==> config.mk <==
export PLATFORM = sky130hd
export DESIGN_NAME = fig_plot
export DESIGN_NICKNAME = d
export VERILOG_FILES = /design/src/rtl/fig_plot.sv
export SDC_FILE = /design/constraint.sdc
export NUM_CORES = 1
export LEC_CHECK = 0
export CORE_ASPECT_RATIO = 1.75
export CORE_MARGIN = 5
export CORE_UTILIZATION = 46
export CTS_BUF_LIST = sky130_fd_sc_hd__clkbuf_8
export DETAILED_ROUTE_END_ITERATION = 16
export PLACE_DENSITY = 0.76
export SYNTH_ARGS = -nofsm -noshare
export SYNTH_HDL_FRONTEND = slang
export SYNTH_SLANG_ARGS = --single-unit
==> constraint.sdc <==
create_clock -name clock -period 4.2 [get_ports clock]
set_clock_uncertainty 0.05 [all_clocks]
set_input_delay 1.05 -clock clock [delete_from_list [all_inputs] [get_ports clock]]
set_output_delay 1.05 -clock clock [all_outputs]
set_load 0.005 [all_outputs]
Fig. 1: close-up of the layout
The bar under the picture is 20 µm long. Region (0, 12) to (50, 62) µm. Cells in grey, sequential cells in the stronger grey; small squares are vias.
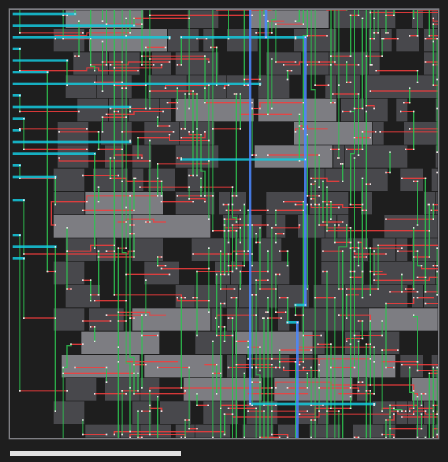
Cyan stands for M3. Green stands for M2. Blue stands for M4. Red stands for M1.
Sequential cells in the window: 19. 162 logic cells have their middle in the window. Most frequent: clkdlybuf4s50_1 (33), dfrtp_1 (19), inv_1 (16).

Fig. 2: placed standard cells
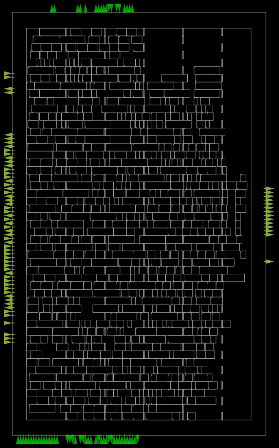
Layout Cells excl Fill: 828
sequential cell area share: 26.7%
Util after Layout: 66.2%
FF+latch count: 78
core area: 11,000 µm²

Fig. 3: placement by cell class
Fill, decap, tap and diode cells in grey.
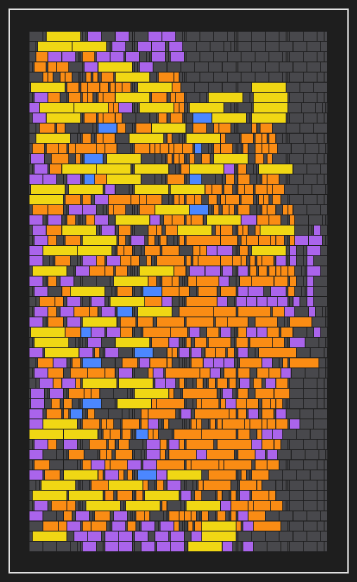
Yellow stands for registers, cells 78. Blue stands for clock drivers and dummy loads, cells 16. Purple stands for remaining buffers and delay cells, cells 180. Orange stands for remaining logic cells, cells 422.
row count: 51
final instance area: 7310 µm²

Fig. 4: wire density map
The bar under the picture is 20 µm long. The die is cut into 18 by 30 equal tiles; black is low, pale yellow is high, scaled to the fullest tile. Values are wire area over tile area, all layers added.
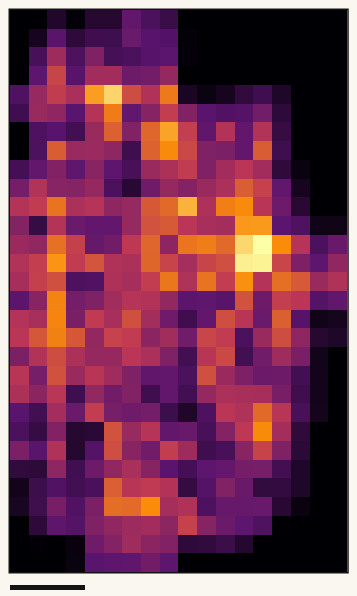
The mean over all tiles is 0.15. 19% of the tiles are nearly empty. 17% of the tiles are over half the peak. The fullest tile reaches 0.51. The emptiest ninth of the die: top right.
overall routed net length: 12,800 µm
post-DR wirelength/cell: 15.5 µm
DR vias: 4,361

Fig. 5: register map, names as in the netlist
Other sequential cells in the stronger grey, the rest of the logic in the fainter grey.
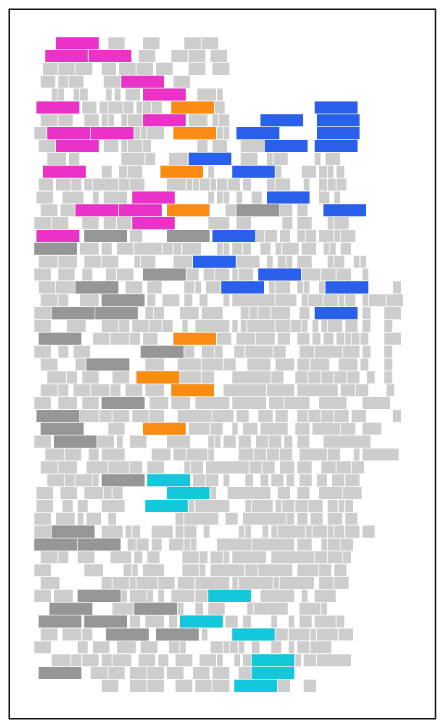
Orange stands for x_q, sequential cells 8. Blue stands for clr_addr_q, sequential cells 17. Magenta stands for drop_cnt_o, sequential cells 16, where top left. Cyan stands for y_q, sequential cells 9, where bottom middle.
Flop area: 1950 µm²

==> GITHUB_STEP_SUMMARY <==
### Yosys + OpenROAD results

| Metric | Value |
|---|---|
| Status | finished, violations left |
| Violated checks | negative setup slack |
| Number of enable flip-flop cells | 0 |
| CP cell instances | fa_1 > inv_2 > fa_1 > inv_2 > fa_2 > a21o_1 > a21oi_2 > xnor2_2 > o2111ai_2 > buf_4 > nor3_4 > buf_4 > a41o_1 > a21oi_2 > buf_2 |
| Cell count listed in synth_stat.txt | slightly above 500 |
| Adder share | 13.5% |
| Final Hold Fails | 0 |
| Clk latency late pin | about 0.36 ns |
| CTS Buffer Depth | 2 |
| DP HPWL | 9800 µm |
| Instance count on the critical path | 15 |
| Slew HR | about a third |
| Dominant combinational family | simple AND/OR/NAND/NOR gates |
| Max-area cell class | logic gates |
| Non-clock buffers, area share | 22.0% |
| Non-Clock Inverter Count | 38 |
| Met3 Wirelength | around 900 µm |
| I/O pin count | between 100 and 150 |
| CTS tree | done |
| Die X-Extent | between 80 and 90 µm |
| Top cells by count | dfrtp_1 (78), nand2_1 (52), inv_1 (38) |
| Sequential fraction of the synthesis area | a little under two fifths |
| Final setup violation count | 10 |
| Placed Area | slightly below 7000 µm² |
| Initial antenna violation count | 0 |
| Most common cell in the netlist | dfrtp_1 |
| Synth Area in Compound Gates | 10.8% |
| Post-Synthesis Cell Area | approximately 5100 µm² |
| # H-tree levels | 3 |
| Buffers excl. clock | 180 |
| First-pass GRT wire length | 21,400 µm |
| Gr busiest metal | met2 |
| DRC violations left | 0 |
| Worst Setup Path Type | flop to output port |
| Clkbuf count | 9 |
| Critical Path AT | 3.83 ns |
| Cycle use final | 117% |
| Layout filler cell count | just under 900 |
| Comb/total area | 44.6% |
| Buffers on Ports | ~110 |
| Met1 Wirelength | between 4000 and 5000 µm |
| Root Driver | clkbuf_8 |
| CTS buffer count | 9 |
| Grt met3 use | about 7% |
| CP bufs+invs | 5 |
| Pre-CTS WS | -0.701 ns |
| Via density | between 5 and 6 |
| Synth area leader | dfrtp_1 |
| Synth mux share | between 7 and 8% |
| Ys Warns | 0 |
| Hold Crit Class | flop to flop |
| Initial drt markers | 166 |
| Met2 routed WL | roughly 7000 µm |
| Yosys xor share | under 10% |
| R2R Setup Slk | approximately 1.6 ns |
| Met2 global-route usage | 35.4% |
| Basic Gates by Area | about 17% |
| Synth Register Bits | a little under 80 |
| Cell variety after synth | roughly 57 |
| Final WS setup | -0.726 ns |
| Clock network share of area | under 10% |
| Comb_multi_in | 384 |
| Setup bufs post-CTS | 12 |
| Die H | about 150 µm |
| Remaining antenna violation count | 0 |
| F_max | between 0.2 and 0.25 GHz |
| All-Layer GR Usage | about a fifth |
| First drt pass iteration count | 4 |
| CP startpoint kind | flop |
| Vias in the first global route | 4,677 |
